--- config.mk ---
export PLATFORM = sky130hd
export DESIGN_NAME = alu_bool_pipe
export DESIGN_NICKNAME = d
export VERILOG_FILES = /design/src/rtl/alu_bool_pipe.sv
export SDC_FILE = /design/constraint.sdc
export NUM_CORES = 1
export LEC_CHECK = 0
export CAP_MARGIN = 25
export CORE_ASPECT_RATIO = 1.4
export CORE_MARGIN = 8
export CORE_UTILIZATION = 59
export DETAILED_ROUTE_END_ITERATION = 8
export PLACE_DENSITY = 0.95
export RECOVER_POWER = 25
export REMOVE_ABC_BUFFERS = 1
export SKIP_LAST_GASP = 1
export SLEW_MARGIN = 30
export SYNTH_ARGS = -nofsm -noshare
export SYNTH_HDL_FRONTEND = slang
export SYNTH_SLANG_ARGS = --single-unit
--- constraint.sdc ---
create_clock -name clk -period 10.9 [get_ports clk]
set_input_delay 1.635 -clock clk [delete_from_list [all_inputs] [get_ports clk]]
set_output_delay 1.635 -clock clk [all_outputs]
set_load 0.01 [all_outputs]
--- src/rtl/alu_bool_pipe.sv ---
// alu_bool_pipe: two-stage pipelined bitwise ALU with a valid/ready
// handshake on both sides and a global enable.
//   Stage 1 registers the operands and opcode.
//   Stage 2 registers the computed result together with its zero, parity
//   and illegal-opcode flags.
// The flags are derived from the same combinational result that is
// written into the stage-2 result register, so they always describe the
// value presented on the result port.
module alu_bool_pipe #(
  parameter int WIDTH          = 32,
  parameter int ERR_ON_ILLEGAL = 1
) (
  input  logic             clk,
  input  logic             rst,
  input  logic [WIDTH-1:0] A,
  input  logic [WIDTH-1:0] B,
  input  logic [2:0]       opcode,
  input  logic             en,
  input  logic             in_valid,
  output logic             in_ready,
  output logic [WIDTH-1:0] result,
  output logic             zero,
  output logic             parity,
  output logic             err,
  output logic             out_valid,
  input  logic             out_ready
);

  localparam logic [2:0] OP_XOR  = 3'b000;
  localparam logic [2:0] OP_AND  = 3'b001;
  localparam logic [2:0] OP_OR   = 3'b010;
  localparam logic [2:0] OP_XNOR = 3'b011;
  localparam logic [2:0] OP_NAND = 3'b100;
  localparam logic [2:0] OP_NOR  = 3'b101;
  localparam logic [2:0] OP_ANDN = 3'b110;
  localparam logic [2:0] OP_ILL  = 3'b111;

  // Bitwise operation select; the illegal opcode yields an all-zero word.
  function automatic logic [WIDTH-1:0] f_alu(
    input logic [2:0]       op,
    input logic [WIDTH-1:0] a,
    input logic [WIDTH-1:0] b
  );
    logic [WIDTH-1:0] r;
    r = '0;
    case (op)
      OP_XOR:  r = a ^ b;
      OP_AND:  r = a & b;
      OP_OR:   r = a | b;
      OP_XNOR: r = ~(a ^ b);
      OP_NAND: r = ~(a & b);
      OP_NOR:  r = ~(a | b);
      OP_ANDN: r = a & ~b;
      default: r = '0;
    endcase
    return r;
  endfunction

  // Illegal-opcode flag, suppressed entirely when the parameter disables it.
  function automatic logic f_err(input logic [2:0] op);
    return (ERR_ON_ILLEGAL != 0) && (op == OP_ILL);
  endfunction

  // Stage 1 state
  logic             r_vld_p1;
  logic [WIDTH-1:0] r_a_p1;
  logic [WIDTH-1:0] r_b_p1;
  logic [2:0]       r_op_p1;

  // Stage 2 state
  logic             r_vld_p2;
  logic [WIDTH-1:0] r_res_p2;
  logic             r_zero_p2;
  logic             r_par_p2;
  logic             r_err_p2;

  // Handshake / advance controls
  logic             w_s2_adv;
  logic             w_s1_adv;
  logic [WIDTH-1:0] w_res_p1;
  logic             w_zero_p1;
  logic             w_par_p1;
  logic             w_err_p1;

  // Stage 2 may take a new word when enabled and either empty or draining
  // this cycle; stage 1 may take a new word when enabled and either empty
  // or moving into stage 2. Reset blocks acceptance.
  assign w_s2_adv = en & (~r_vld_p2 | out_ready);
  assign w_s1_adv = en & (~r_vld_p1 | w_s2_adv);
  assign in_ready = w_s1_adv & ~rst;

  // Combinational compute between the two register stages.
  assign w_res_p1  = f_alu(r_op_p1, r_a_p1, r_b_p1);
  assign w_zero_p1 = ~(|w_res_p1);
  assign w_par_p1  = ^w_res_p1;
  assign w_err_p1  = f_err(r_op_p1);

  // ---- stage 1 boundary: operand capture ----
  // Stage-1 valid: cleared by reset, otherwise follows in_valid on advance.
  always_ff @(posedge clk) begin
    if (rst) begin
      r_vld_p1 <= 1'b0;
    end else if (w_s1_adv) begin
      r_vld_p1 <= in_valid;
    end
  end

  // Stage-1 operands: loaded only for real transfers; bubbles leave them.
  always_ff @(posedge clk) begin
    if (w_s1_adv && in_valid) begin
      r_a_p1  <= A;
      r_b_p1  <= B;
      r_op_p1 <= opcode;
    end
  end

  // ---- stage 2 boundary: result and flags ----
  // Stage-2 valid and output word: zeroed by reset, loaded from stage 1 on
  // advance; a bubble only clears valid so the last word stays visible.
  always_ff @(posedge clk) begin
    if (rst) begin
      r_vld_p2  <= 1'b0;
      r_res_p2  <= '0;
      r_zero_p2 <= 1'b0;
      r_par_p2  <= 1'b0;
      r_err_p2  <= 1'b0;
    end else if (w_s2_adv) begin
      r_vld_p2 <= r_vld_p1;
      if (r_vld_p1) begin
        r_res_p2  <= w_res_p1;
        r_zero_p2 <= w_zero_p1;
        r_par_p2  <= w_par_p1;
        r_err_p2  <= w_err_p1;
      end
    end
  end

  assign out_valid = r_vld_p2;
  assign result    = r_res_p2;
  assign zero      = r_zero_p2;
  assign parity    = r_par_p2;
  assign err       = r_err_p2;

endmodule

**Clock nets**

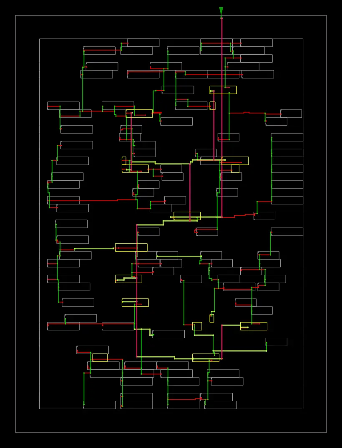
clock buffer count in the final layout: 10
flop count: 104

**Sequential cells coloured by netlist name**

(2 px per um) Other sequential cells in the stronger grey, the rest of the logic in the fainter grey.
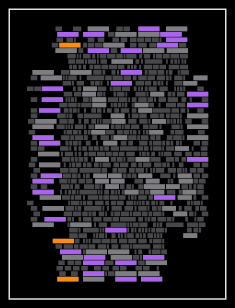
orange -> r_op_p1  # sequential cells 3
purple -> r_a_p1  # sequential cells 32
not coloured = 69

==> notes.md <==
Flow results follow.

The required time of the critical path is ~9 ns. The setup TNS after final layout is 0 ns. Measured on the finished design, the core utilization comes to a little under three quarters. The number of vias per cell is 6.17. Of the available clock period, the critical path in the final layout requires roughly 45%.

Per the log, the first TritonRoute iteration ended with a DRC count of 473. The number of buffers added to fix hold violations after cts is 0. For reference, the critical path cell chain is clkdlybuf4s50_1 > nor2b_1 > a211oi_1 > clkdlybuf4s50_1.

The simple-gate area share of the yosys netlist is 7.57%. Registers are responsible for roughly two fifths of the overall power. The worst hold path begins at out_valid. The area share of and-or/or-and cells after synthesis is 18.9%.

Summed over all nets, wire length on met3 after detailed routing comes to 1.05 mm. Once detail routing completed, the nets flagged for antenna violations numbered 0. The dominant logic cell type in the layout is ha_1. The height of the die is 144 um. The overall overflow remaining after global route is 0. The maximum clock frequency is 0.205 GHz. The origin of the worst setup path is out_ready. The final antenna diode count is 1. The non-filler instance count after layout is 914. Once synthesis finished, the tally of register bits stood at approximately 100.

Sequential cells were found to cover roughly two fifths of the synthesized design area. The depth of the most critical reg-to-reg path is 10. The per-instance average area after synthesis is just over 10 um2. Summing internal, switching and leakage power gives 1.10 mW. The number of buffer and inverter instances along the worst setup path is 2. The initial antenna violation count is 0. In this run the full chip footprint comes out at 15500 um2. The dominant cell type by count on the critical path is clkdlybuf4s50_1. Setup slack on the worst path after placement came out at 6.03 ns.

The total met2 wirelength after detailed routing is 9.26 mm. The non-clock inverters instantiated in the layout total 74. Overall routing resource usage recorded by global route was 22.1%. Per the layout report, the design carries 115 non-clock buffers. For this run, the post-layout net count is 945. For reference, the clock transition at the flip-flops on the worst setup and hold paths is 0.07 ns. The worst register-to-register path has a setup slack of 7.44 ns.

The analysis attributes to net switching a power of roughly 0.33 mW. TritonCTS built the clock tree. Sorting the synthesized cells by area gives the leading types as edfxtp_1, ha_1, dfxtp_1.

Summed over all combinational cells, the power is 0.309 mW. The commonest cells after synthesis are ha_1, inv_1, edfxtp_1, nor2_1. The first TritonRoute pass finished after 5 iterations. The synthesized netlist occupies a cell area of 6910 um2.

The end of the worst hold path is out_valid. The critical path is of the primary input to output port type. Counting I/O delays and the setup requirement, the final critical path takes 4.87 ns. The cell type of the slowest stage on the worst timing path is clkdlybuf4s50_1. According to the timing report, the critical path is captured at in_ready. The clock-net power is between 0.3 and 0.4 mW. The worst setup path is launched from a primary input.

The post-CTS resize count is 0. The clock power share is a little under a third. Once placement completed, the tool counted placed cells totaling 897.

The area of placed instances is 8020 um2. The number of H-tree branching levels is 3. In this run the worst path has a maximum fanout of 6.

According to the cell report, the number of logic gates is 457. The average routed wire per standard cell is 19.0 um. Clock cells make up 3.58% of the layout cell area.

The worst register-to-register path begins at r_op_p1[2]. The slew at the pin closest to its max-slew limit is 0.881 ns. According to the floorplan report, the die width is 107 um.

The total stage count of the critical path is 4. The share of total power consumed by net switching is 29.9%. The final wirelength is 17.3 mm. The cell class contributing the biggest share of worst-path delay is buffers and inverters. The power density of the placed cells is 133 nW/um2. In the global route stage, met2 resource usage came out at 40.9%.

Per report_power, the combinational group accounts for ~28% of the total. The run finished with clean final reports. The worst hold slack across all endpoints is between 0.4 and 0.5 ns. The largest clock skew in the final design is 0.00882 ns. In this run, the synthesized area fraction spent on adder and majority cells is recorded as 20.3%. Setup repair after global routing left no endpoint under its margin. In the per-layer breakdown of the detailed-route log, met1 shows about 6.4 mm.

The initial cell density of the core is 59.4%. The dominant cell by count in the synthesized netlist is ha_1. Yosys reports that the leading cell type by area covers 29.1% of the netlist area. The share of cells above drive strength 1 is 8.22%. The number of inserted filler cells in the final layout is 771.

The I/O pin count is 109. The first-pass GRT wire length is 27.2 mm. The end of the worst register-to-register path is parity.

STA classifies the critical path endpoint as an output port. The number of cells in the yosys synthesis report is ~680. The setup slack of the critical path after layout is ~6 ns. Per the CTS log, the buffer count on the longest clock path is 2. Per the detail_route log, the uppermost layer with routed signals is met4. The biggest area consumer among synthesized cells is edfxtp_1.

Compared with the post-synthesis result, the final layout area differs by 20.3%. The synthesized design contains 67 enable-type register cells. The post-synth area from yosys stat is 6910 um2. The layout report lists the combined flip-flop and latch area as approximately 2800 um2. The total CTS buffers is 9. OpenROAD emitted warnings numbering 89. The data-path buffer share of cell area in the final layout is a little over an eighth.

Across the run, the number of max-cap violations was 0. Per the synthesis report, the number of distinct cell types is 39. The fraction of met3 tracks used by global routing is under 10%.
**Nets reached from selected ports**

(3 px per um)
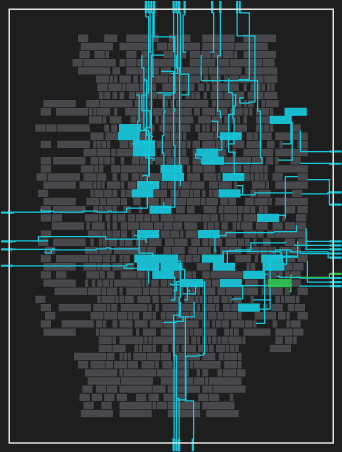
cyan -> result  # bits 32, direction output, end cells 32, buffers 32, wire 1760 um
green -> zero  # bits 1, direction output, end cells 1, buffers 1, wire 18.2 um

**Gate families picked out**

(2 px per um)
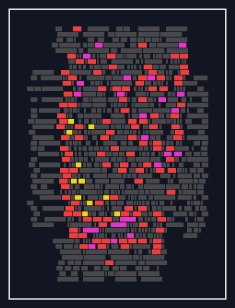
magenta -> mux cells  # cells 22, most used mux2_2
red -> fa/ha/maj cells  # cells 112, most used ha_1
yellow -> non-inverting ao/oa cells  # cells 11, most used a211o_1

No activity file was given, so power comes from the tool's default toggle rates.
